## config.mk

```make
export PLATFORM = sky130hd
export DESIGN_NAME = cache_arbiter
export DESIGN_NICKNAME = d
export VERILOG_FILES = /design/src/rtl/cache_arbiter_pkg.sv /design/src/rtl/cache_arb_timer.sv /design/src/rtl/cache_arbiter.sv
export SDC_FILE = /design/constraint.sdc
export NUM_CORES = 1
export LEC_CHECK = 0
export CORE_MARGIN = 1
export CORE_UTILIZATION = 37
export DETAILED_ROUTE_END_ITERATION = 10
export HOLD_SLACK_MARGIN = 0.15
export PLACE_DENSITY = 0.81
export SLEW_MARGIN = 15
export SYNTH_ARGS = -nofsm -noshare
export SYNTH_HDL_FRONTEND = slang
export SYNTH_HIERARCHICAL = 1
export SYNTH_SLANG_ARGS = --single-unit
```

## constraint.sdc

```tcl
create_clock -name clk -period 1.75 [get_ports clk]
set_input_delay 0.35 -clock clk [delete_from_list [all_inputs] [get_ports clk]]
set_output_delay 0.35 -clock clk [all_outputs]
set_load 0.01 [all_outputs]
```

## src/rtl/cache_arbiter_pkg.sv

```systemverilog
// rtl/cache_arbiter_pkg.sv - shared state, request record and arbitration helper for cache_arbiter
package cache_arbiter_pkg;

   localparam int ARB_REQUESTERS = 2;
   localparam int REQ_ADDR_BITS  = 32;
   localparam int REQ_DATA_BITS  = 32;

   typedef enum logic [1:0] {
      IDLE = 2'd0,
      BUSY = 2'd1,
      DONE = 2'd2
   } state_t;

   typedef struct packed {
      logic                     owner;
      logic                     is_write;
      logic [REQ_ADDR_BITS-1:0] address;
      logic [REQ_DATA_BITS-1:0] data;
   } req_t;

   // With a single requester present it wins outright; a tie goes to the pointer.
   function automatic logic pick_winner(input logic i_req0, input logic i_req1, input logic i_ptr);
      return (i_req0 && i_req1) ? i_ptr : i_req1;
   endfunction

endpackage

```

## src/rtl/cache_arb_timer.sv

```systemverilog
// rtl/cache_arb_timer.sv - BUSY-cycle watchdog counter, built only with CACHE_ARB_TIMEOUT_EN
module cache_arb_timer #(
   parameter int TIMEOUT_CYCLES = 64
) (
   input  logic clk,
   input  logic reset_n,
   input  logic i_clear,
   input  logic i_enable,
   output logic o_expired
);

   localparam int CW = $clog2(TIMEOUT_CYCLES + 1);

   logic [CW-1:0] r_count;

   always_ff @(posedge clk or negedge reset_n) begin
      if (!reset_n) begin
         r_count <= '0;
      end else if (i_clear) begin
         r_count <= '0;
      end else if (i_enable && !o_expired) begin
         r_count <= r_count + 1'b1;
      end
   end

   // Fires during the TIMEOUT_CYCLES-th enabled cycle so the owner leaves BUSY at its end.
   assign o_expired = i_enable && (r_count == CW'(TIMEOUT_CYCLES - 1));

endmodule

```

## src/rtl/cache_arbiter.sv

```systemverilog
// rtl/cache_arbiter.sv - two-requester round-robin cache port arbiter; optional watchdog via CACHE_ARB_TIMEOUT_EN
module cache_arbiter
   import cache_arbiter_pkg::*;
#(
   parameter int RAM_ADDRESS_BITS = REQ_ADDR_BITS,
   parameter int DATA_BITS        = REQ_DATA_BITS,
   parameter int TIMEOUT_CYCLES   = 64
) (
   input  logic                        clk,
   input  logic                        reset_n,
   input  logic [RAM_ADDRESS_BITS-1:0] r0_address,
   input  logic                        r0_read_en,
   input  logic                        r0_write_en,
   input  logic [DATA_BITS-1:0]        r0_write_data,
   output logic [DATA_BITS-1:0]        r0_read_data,
   output logic                        r0_valid,
   output logic                        r0_grant,
   input  logic [RAM_ADDRESS_BITS-1:0] r1_address,
   input  logic                        r1_read_en,
   input  logic                        r1_write_en,
   input  logic [DATA_BITS-1:0]        r1_write_data,
   output logic [DATA_BITS-1:0]        r1_read_data,
   output logic                        r1_valid,
   output logic                        r1_grant,
   output logic [RAM_ADDRESS_BITS-1:0] c_address,
   output logic                        c_read_en,
   output logic                        c_write_en,
   output logic [DATA_BITS-1:0]        c_write_data,
   input  logic [DATA_BITS-1:0]        c_read_data,
   input  logic                        c_valid,
   input  logic                        c_miss,
   output logic                        busy,
   output logic                        err
);

   state_t               r_state;
   state_t               w_next_state;
   req_t                 r_req;
   logic                 r_ptr;
   logic [DATA_BITS-1:0] r_read_data [ARB_REQUESTERS];
   logic                 w_req0;
   logic                 w_req1;
   logic                 w_winner;
   logic                 w_abort;

   assign w_req0   = r0_read_en | r0_write_en;
   assign w_req1   = r1_read_en | r1_write_en;
   assign w_winner = pick_winner(w_req0, w_req1, r_ptr);

`ifdef CACHE_ARB_TIMEOUT_EN
   logic r_err;
   logic w_timeout;

   cache_arb_timer #(
      .TIMEOUT_CYCLES (TIMEOUT_CYCLES)
   ) u_timer (
      .clk       (clk),
      .reset_n   (reset_n),
      .i_clear   (r_state != BUSY),
      .i_enable  (r_state == BUSY),
      .o_expired (w_timeout)
   );

   assign w_abort = w_timeout;
   assign err     = r_err;

   always_ff @(posedge clk or negedge reset_n) begin
      if (!reset_n) begin
         r_err <= 1'b0;
      end else if (r_state == BUSY && !c_valid && w_timeout) begin
         r_err <= 1'b1;
      end
   end
`else
   assign w_abort = 1'b0;
   assign err     = 1'b0;
`endif

   always_ff @(posedge clk or negedge reset_n) begin
      if (!reset_n) begin
         r_state <= IDLE;
      end else begin
         r_state <= w_next_state;
      end
   end

   // c_miss deliberately plays no part: a refill simply keeps us in BUSY.
   always_comb begin
      w_next_state = r_state;
      case (r_state)
         IDLE:    if (w_req0 || w_req1) w_next_state = BUSY;
         BUSY:    if (c_valid || w_abort) w_next_state = DONE;
         DONE:    w_next_state = IDLE;
         default: w_next_state = IDLE;
      endcase
   end

   always_ff @(posedge clk or negedge reset_n) begin
      if (!reset_n) begin
         r_req          <= '0;
         r_ptr          <= 1'b0;
         r_read_data[0] <= '0;
         r_read_data[1] <= '0;
      end else begin
         case (r_state)
            IDLE: begin
               if (w_req0 || w_req1) begin
                  r_req.owner    <= w_winner;
                  r_req.is_write <= w_winner ? r1_write_en : r0_write_en;
                  r_req.address  <= REQ_ADDR_BITS'(w_winner ? r1_address : r0_address);
                  r_req.data     <= REQ_DATA_BITS'(w_winner ? r1_write_data : r0_write_data);
               end
            end
            BUSY: begin
               if (c_valid) begin
                  r_read_data[r_req.owner] <= c_read_data;
               end else if (w_abort) begin
                  r_read_data[r_req.owner] <= '0;
               end
            end
            DONE:    r_ptr <= ~r_req.owner;
            default: ;
         endcase
      end
   end

   always_comb begin
      c_address    = '0;
      c_read_en    = 1'b0;
      c_write_en   = 1'b0;
      c_write_data = '0;
      r0_grant     = 1'b0;
      r1_grant     = 1'b0;
      r0_valid     = 1'b0;
      r1_valid     = 1'b0;
      busy         = 1'b0;
      case (r_state)
         BUSY: begin
            busy         = 1'b1;
            c_address    = RAM_ADDRESS_BITS'(r_req.address);
            c_read_en    = !r_req.is_write;
            c_write_en   = r_req.is_write;
            c_write_data = DATA_BITS'(r_req.data);
            r0_grant     = !r_req.owner;
            r1_grant     = r_req.owner;
         end
         DONE: begin
            r0_valid = !r_req.owner;
            r1_valid = r_req.owner;
         end
         default: ;
      endcase
   end

   assign r0_read_data = r_read_data[0];
   assign r1_read_data = r_read_data[1];

endmodule

```

==> images/floorplan.png <==
Scale bar: 50 um. Pins as bars on the die edge.
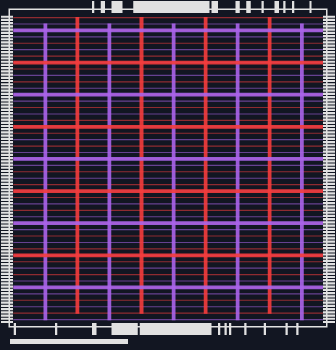
Key: VDD = red; VSS = purple
48 met1 rails follow the rows. The core has 47 rows. 304 signal pins sit on the boundary.

==> images/class_map.png <==
Fill, decap, tap and diode cells in gray.
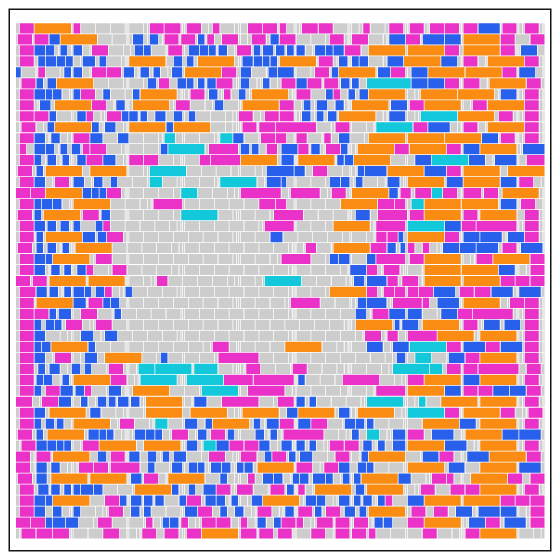
Key: remaining buffers and delay cells = magenta [cells 356, share of their area 35%]; remaining logic cells = blue [cells 413, share of their area 28%]; registers = orange [cells 133, share of their area 31%]; clock drivers and dummy loads = cyan [cells 32, share of their area 5.5%]

==> images/clock_wires.png <==
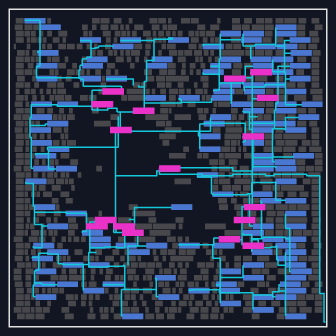
Key: clock wires = cyan [length 1,850 um]; flip-flops = blue [count 133]; clock-net drivers = magenta [count 17]
There are 18 routed clock nets. Position of the flops: widely spread.

==> run summary <==
impl run done, here's what came out: launching point of the worst reg2reg path r_state[1], total inserted antenna cells 1, fin area 11,000 sq um, total of warnings raised by yosys 6, Most common reg cell sky130_fd_sc_hd__dfrtp_1, cell area after placement 9850 sq um, cell depth of the worst flop-to-flop path 8, DRC Markers 0, via total after detailed routing 6,121, cell-by-cell trace of the critical path nand2b_4, inv_4, buf_6, buf_12, clkbuf_16, and2_4, buf_6, post-synthesis sequential area ratio 0.518, simple-gate share of the synthesized area 0.150, Critical-path top delay cell sky130_fd_sc_hd__dfrtp_1, post-cts sizing count 355, pre-placement core utilization 0.383, failing checks setup timing, GR peak layer met2, clock buffer count from CTS 17, cell group occupying the most layout area buffers, area added between synthesis and finish 71.8%, count of port buffers added during placement 301, post-synthesis cell area 6420 sq um, slack of the critical path -240 ps, fraction of post-synthesis cell area in the top cell type by area 0.518, most used standard cells in the synthesized netlist sky130_fd_sc_hd__dfrtp_1 (133), sky130_fd_sc_hd__and2_1 (66), number of optimization iterations in the first detailed-route pass 4, cell type with the highest aggregate area in the netlist sky130_fd_sc_hd__dfrtp_1, proportion of cell area occupied by registers 0.302, minimum setup slack after placement -465 ps, run status finished, violations left, antenna violations before repair 1, cell with the most instances after synthesis sky130_fd_sc_hd__dfrtp_1, placed wire-length estimate after detailed placement 14.0 mm, RSZ-0062 raised after global routing true, Post-Layout Cell Count 1,155, R2R Path End r0_read_data[5], post-layout period usage 1.14, post-synthesis cell count from yosys 611, buffer count excluding the clock tree in the final layout 356, maxcap violations 0, TAP cells 220, crit start category flop, count of standard-cell rows 47, synthesized-area fraction occupied by ao, oa, aoi and oai cells 0.171, Synth cell types 28, average cell area after synthesis 10.5 sq um, number of logic gates 410, TritonCTS clock tree yes, final count of negative-setup-slack endpoints 99, sequential fraction of design power 0.272, layout cell share with drive strength beyond 1 0.287, category of the most critical setup path reg2out, top routing layer in use met4, die y size 134 um, share of power burned in combinational logic 0.553, Logic family by area AND-OR/OR-AND gates, CP top delay family buffers and inverters, routed wire length on met3 1.96 mm, post-CTS setup buffer count 12, number of routed nets with antenna violations 0, P_clk 3.58 mW, worst path buffer plus inverter count 5, min-delay worst type in2async, Final Slew Violations 0, CP required 1400 ps, Total Neg Setup Slack -14,790 ps, proportion of total power due to net switching 0.357, Detailed Route Iter0 Violations 258, CTS hold repair buffers 1, crit-path max cell delay 380 ps, upper clock frequency limit 502 MHz, Die Size 17,900 sq um, Setup crit end kind primary output, Final Wtd Congestion 0.756, count of final hold-check violations 0, number of standard cells after synthesis 611, routed metal-1 wire length 8.85 mm, global-route congestion overflow total 0, Clock H-tree levels 4, clk latency late pin 410 ps
Power and IR drop assume default switching activity.
